File: src/rtl/uart_pkg.sv
// uart_pkg: state encoding, line levels and default frame geometry
// shared by the UART transmitter and receiver.
package uart_pkg;

    localparam int DEF_WORD_SIZE    = 8;
    localparam int DEF_CLKS_PER_BIT = 8;

    localparam logic START_BIT = 1'b0;
    localparam logic STOP_BIT  = 1'b1;

    typedef enum logic [2:0] {
        WAIT_IDLE,
        IDLE,
        START,
        DATA,
        STOP
    } rcvr_state_t;

endpackage

File: src/rtl/uart_rx_sync.sv
// uart_rx_sync: two-flop synchronizer for the asynchronous serial line.
// Resets to the idle (stop) level so the receiver never sees a false start.
module uart_rx_sync
    import uart_pkg::*;
(
    input  logic i_clk,
    input  logic i_rst,
    input  logic i_rx,
    output logic o_rx
);

    logic r_meta;
    logic r_sync;

    always_ff @(posedge i_clk) begin
        if (i_rst) begin
            r_meta <= STOP_BIT;
            r_sync <= STOP_BIT;
        end else begin
            r_meta <= i_rx;
            r_sync <= r_meta;
        end
    end

    assign o_rx = r_sync;

endmodule

File: src/rtl/uart_rcvr.sv
// uart_rcvr: mid-bit sampling UART receiver with a valid/ack output
// register and sticky framing/overrun flags.
module uart_rcvr
    import uart_pkg::*;
#(
    parameter int WORD_SIZE    = DEF_WORD_SIZE,
    parameter int CLKS_PER_BIT = DEF_CLKS_PER_BIT
) (
    input  logic                 Clock,
    input  logic                 rst,
    input  logic                 Serial_in,
    input  logic                 Read_ack,
    output logic [WORD_SIZE-1:0] RCV_datareg,
    output logic                 RCV_valid,
    output logic                 Busy,
    output logic                 Error_frame,
    output logic                 Error_overrun
);

    localparam int CW = $clog2(CLKS_PER_BIT);
    localparam int BW = $clog2(WORD_SIZE + 1);

    localparam logic [CW-1:0] HALF_M1  = CW'(CLKS_PER_BIT / 2 - 1);
    localparam logic [CW-1:0] FULL_M1  = CW'(CLKS_PER_BIT - 1);
    localparam logic [BW-1:0] LAST_BIT = BW'(WORD_SIZE - 1);

    rcvr_state_t          r_state;
    rcvr_state_t          w_next;
    logic [CW-1:0]        r_cnt;
    logic [BW-1:0]        r_bit;
    logic [WORD_SIZE-1:0] r_shift;
    logic                 r_load;
    logic                 w_rx;
    logic                 w_half;
    logic                 w_full;
    logic                 w_shift;
    logic                 w_good;
    logic                 w_ferr;

    uart_rx_sync u_sync (
        .i_clk (Clock),
        .i_rst (rst),
        .i_rx  (Serial_in),
        .o_rx  (w_rx)
    );

    assign w_half = (r_cnt == HALF_M1);
    assign w_full = (r_cnt == FULL_M1);

    always_ff @(posedge Clock) begin
        if (rst) r_state <= WAIT_IDLE;
        else     r_state <= w_next;
    end

    always_comb begin
        w_next = r_state;
        unique case (r_state)
            WAIT_IDLE: if (w_rx == STOP_BIT) w_next = IDLE;
            IDLE:      if (w_rx == START_BIT) w_next = START;
            START: begin
                if (w_half)
                    w_next = (w_rx == START_BIT) ? DATA : IDLE;
            end
            DATA: begin
                if (w_full && r_bit == LAST_BIT)
                    w_next = STOP;
            end
            STOP: begin
                if (w_full)
                    w_next = (w_rx == STOP_BIT) ? IDLE : WAIT_IDLE;
            end
            default:   w_next = WAIT_IDLE;
        endcase
    end

    always_comb begin
        Busy    = 1'b0;
        w_shift = 1'b0;
        w_good  = 1'b0;
        w_ferr  = 1'b0;
        unique case (r_state)
            START: Busy = 1'b1;
            DATA: begin
                Busy    = 1'b1;
                w_shift = w_full;
            end
            STOP: begin
                Busy   = 1'b1;
                w_good = w_full && (w_rx == STOP_BIT);
                w_ferr = w_full && (w_rx != STOP_BIT);
            end
            default: ;
        endcase
    end

    // Counters restart on every state change so they never wrap.
    always_ff @(posedge Clock) begin
        if (rst) begin
            r_cnt   <= '0;
            r_bit   <= '0;
            r_shift <= '0;
            r_load  <= 1'b0;
        end else begin
            r_load <= w_good;
            if (r_state != w_next) begin
                r_cnt <= '0;
                r_bit <= '0;
            end else if (w_shift) begin
                r_cnt <= '0;
                r_bit <= r_bit + BW'(1);
            end else if (Busy) begin
                r_cnt <= r_cnt + CW'(1);
            end
            if (w_shift)
                r_shift <= {w_rx, r_shift[WORD_SIZE-1:1]};
        end
    end

    // A load coinciding with Read_ack replaces the byte and clears errors.
    always_ff @(posedge Clock) begin
        if (rst) begin
            RCV_datareg   <= '0;
            RCV_valid     <= 1'b0;
            Error_frame   <= 1'b0;
            Error_overrun <= 1'b0;
        end else begin
            if (r_load) begin
                if (RCV_valid && !Read_ack) begin
                    Error_overrun <= 1'b1;
                end else begin
                    RCV_datareg <= r_shift;
                    RCV_valid   <= 1'b1;
                    if (Read_ack) begin
                        Error_frame   <= 1'b0;
                        Error_overrun <= 1'b0;
                    end
                end
            end else if (Read_ack) begin
                RCV_valid     <= 1'b0;
                Error_frame   <= 1'b0;
                Error_overrun <= 1'b0;
            end
            if (w_ferr)
                Error_frame <= 1'b1;
        end
    end

endmodule

File: config.mk
export PLATFORM = sky130hd
export DESIGN_NAME = uart_rcvr
export DESIGN_NICKNAME = d
export VERILOG_FILES = /design/src/rtl/uart_pkg.sv /design/src/rtl/uart_rx_sync.sv /design/src/rtl/uart_rcvr.sv
export SDC_FILE = /design/constraint.sdc
export NUM_CORES = 1
export LEC_CHECK = 0
export ABC_AREA = 1
export CORE_MARGIN = 2
export CORE_UTILIZATION = 58
export DETAILED_ROUTE_END_ITERATION = 8
export GPL_TIMING_DRIVEN = 0
export PLACE_DENSITY = 0.82
export SYNTH_ARGS = -nofsm -noshare
export SYNTH_HDL_FRONTEND = slang
export SYNTH_SLANG_ARGS = --single-unit
File: constraint.sdc
create_clock -name Clock -period 2.2 [get_ports Clock]
set_input_delay 0.44 -clock Clock [delete_from_list [all_inputs] [get_ports Clock]]
set_output_delay 0.44 -clock Clock [all_outputs]
set_load 0.005 [all_outputs]
Metal 1:
Supply wires on this layer in grey.
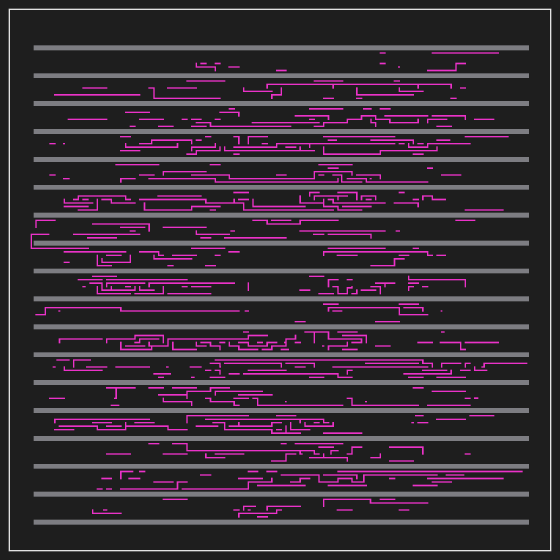
share of all routed wire: 43%
nets with wire on the layer: 192
wire length on this layer: 1150 um
longest straight run: 20.2 um
Detailed Route WL: 2680 um
Via Count: 1154
met1 GRT Util: 23.6%

Gate-type map:
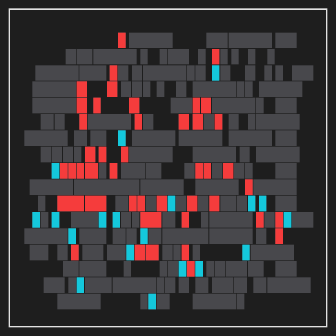
[cyan] inv cells | cells: 19 | most used: inv_1
[red] nand cells | cells: 44 | most used: nand2_1
logic share of the area: 38.7%
non-filler instance count after layout: 229

==> reports/qor.csv <==
metric,value,unit
Yosys Instances,179,
Top pwr grp,sequential cells,
"Seq/Total Area, Yosys",46.7,%
top-count cell post-synth,dfxtp_1,
reg2reg setup slack,0.50,ns
worst setup margin,0.163,ns
Sequential Power Share,54.8,%
row cnt,17,
WHS Endpoint,u_sync.o_rx,
Comb power frac,4.6,%
Num CTS Buffers,5,
Syn Nets,188,
Layout Nets,209,
total setup buffers inserted after CTS,0,
Yosys chip area,1370,um^2
area post-placement,1550,um^2
number of DRC violations after detailed-routing iteration 0,11,
internal power,840,uW
Clock Power Share,40.6,%
status,"complete, no violations",
Top cell excl fill/tap,dfxtp_1,
Critical Path Start Type,flop,
Area leader share,46.7,%
remaining antenna violation count,0,
hold path depth,1,
critical path class,flop to output pin,
Synth flops,32,
mux share,0.729,%
Worst VDD drop,0.650,mV
H-Tree Depth,2,
largest area contributor in the netlist,dfxtp_1,
die span in y,52.6,um
complex-gate fraction of the synthesized area,12.0,%
dpl hpwl,2000,um
ys flop type,dfxtp_1,
area fraction in xor and xnor cells,0.638,%
Cell area leaders,"dfxtp_1 47%, nor2_1 7.9%, nand2_1 7.1%",
Die ar.,2770,um^2
CTS tree,yes,
period utilization,92.6,%
Top Layout Cells,"31 x dfxtp_1, 29 x nor2_1, 26 x nand2_1",
Slew @ Worst Pin,0.471,ns
FP Core Util,61.5,%
hold_buf cts,0,
core area,2230,um^2
first drt pass iteration count,4,
PwrDens,660,nW/um^2
Critical Path AT,1.60,ns
Layout area overhead,18.4,%
initial antenna violation count,0,
routed len/inst,11.7,um
Hold Crit Start,u_sync.r_meta,
Placement Setup Slack,0.432,ns
CP Capture Type,output pin,
Remaining DRCs,0,
Seq group,588,uW
Log Warnings,28,
Root Buffer Master,clkbuf_4,
top cells by count,"32 x dfxtp_1, 29 x nor2_1, 26 x nand2_1, 16 x a21oi_1, 16 x inv_1",
==> stage by stage <==
step | total power [uW] | utilization [%] | cells | hold WS [ns]
2_1_floorplan | 637 | - | 179 | 0.389
3_3_place_gp | 649 | 69.3 | 221 | 0.397
3_5_place_dp | 651 | 69.3 | 221 | 0.439
4_1_cts | 1090 | 72.7 | 229 | 0.436
5_1_grt | 1110 | 72.8 | 229 | 0.484
6_report | 1070 | 72.8 | 229 | 0.459
==> worst max-delay path by stage <==
stage / from / slack [ns] / endpoint
after floorplan: r_cnt[0] / 0.75 / r_bit[0]
after global placement: r_state[1] / 0.41 / Busy
after detailed placement: r_state[1] / 0.43 / Busy
after CTS: r_state[1] / 0.04 / Busy
after global routing: r_state[1] / 0.06 / Busy
final: r_state[1] / 0.16 / Busy
==> layout make-up <==
cell class / instances / area [um^2]
sequential: 32 / 642
multi-input combinational: 123 / 629
fill: 185 / 608
timing repair buffer: 14 / 140
inverter: 19 / 71.3
clock buffer: 6 / 41.3
clock inverter: 2 / 35.0
tap: 28 / 35.0
buffer: 5 / 31.3
==> state kept, by name, indices dropped and copies added, names as in the netlist <==
name / count
Error_frame: 1
RCV_datareg: 8
RCV_valid: 1
r_shift: 8
u_sync.o_rx: 1
u_sync.r_meta: 1
r_state: 3
Error_overrun: 1
r_cnt: 3
r_load: 1
r_bit: 4
==> critical path: stages (launching register included) <==
cell and delay (ns):
dfxtp_2 0.40, inv_1 0.08, o21ai_2 0.24, clkdlybuf4s50_1 0.55
==> per-layer routing <==
| layer | GRT usage, % | vias to the layer above | wire, um |
|---|---|---|---|
| met1 | 23.6 | 516 | 1150 |
| met5 | 0 | - | 0 |
| met4 | 12.4 | 0 | 46 |
| li1 | - | 616 | - |
| met2 | 42.3 | 17 | 1390 |
| met3 | 7.71 | 5 | 91 |
Power and IR drop assume default switching activity.
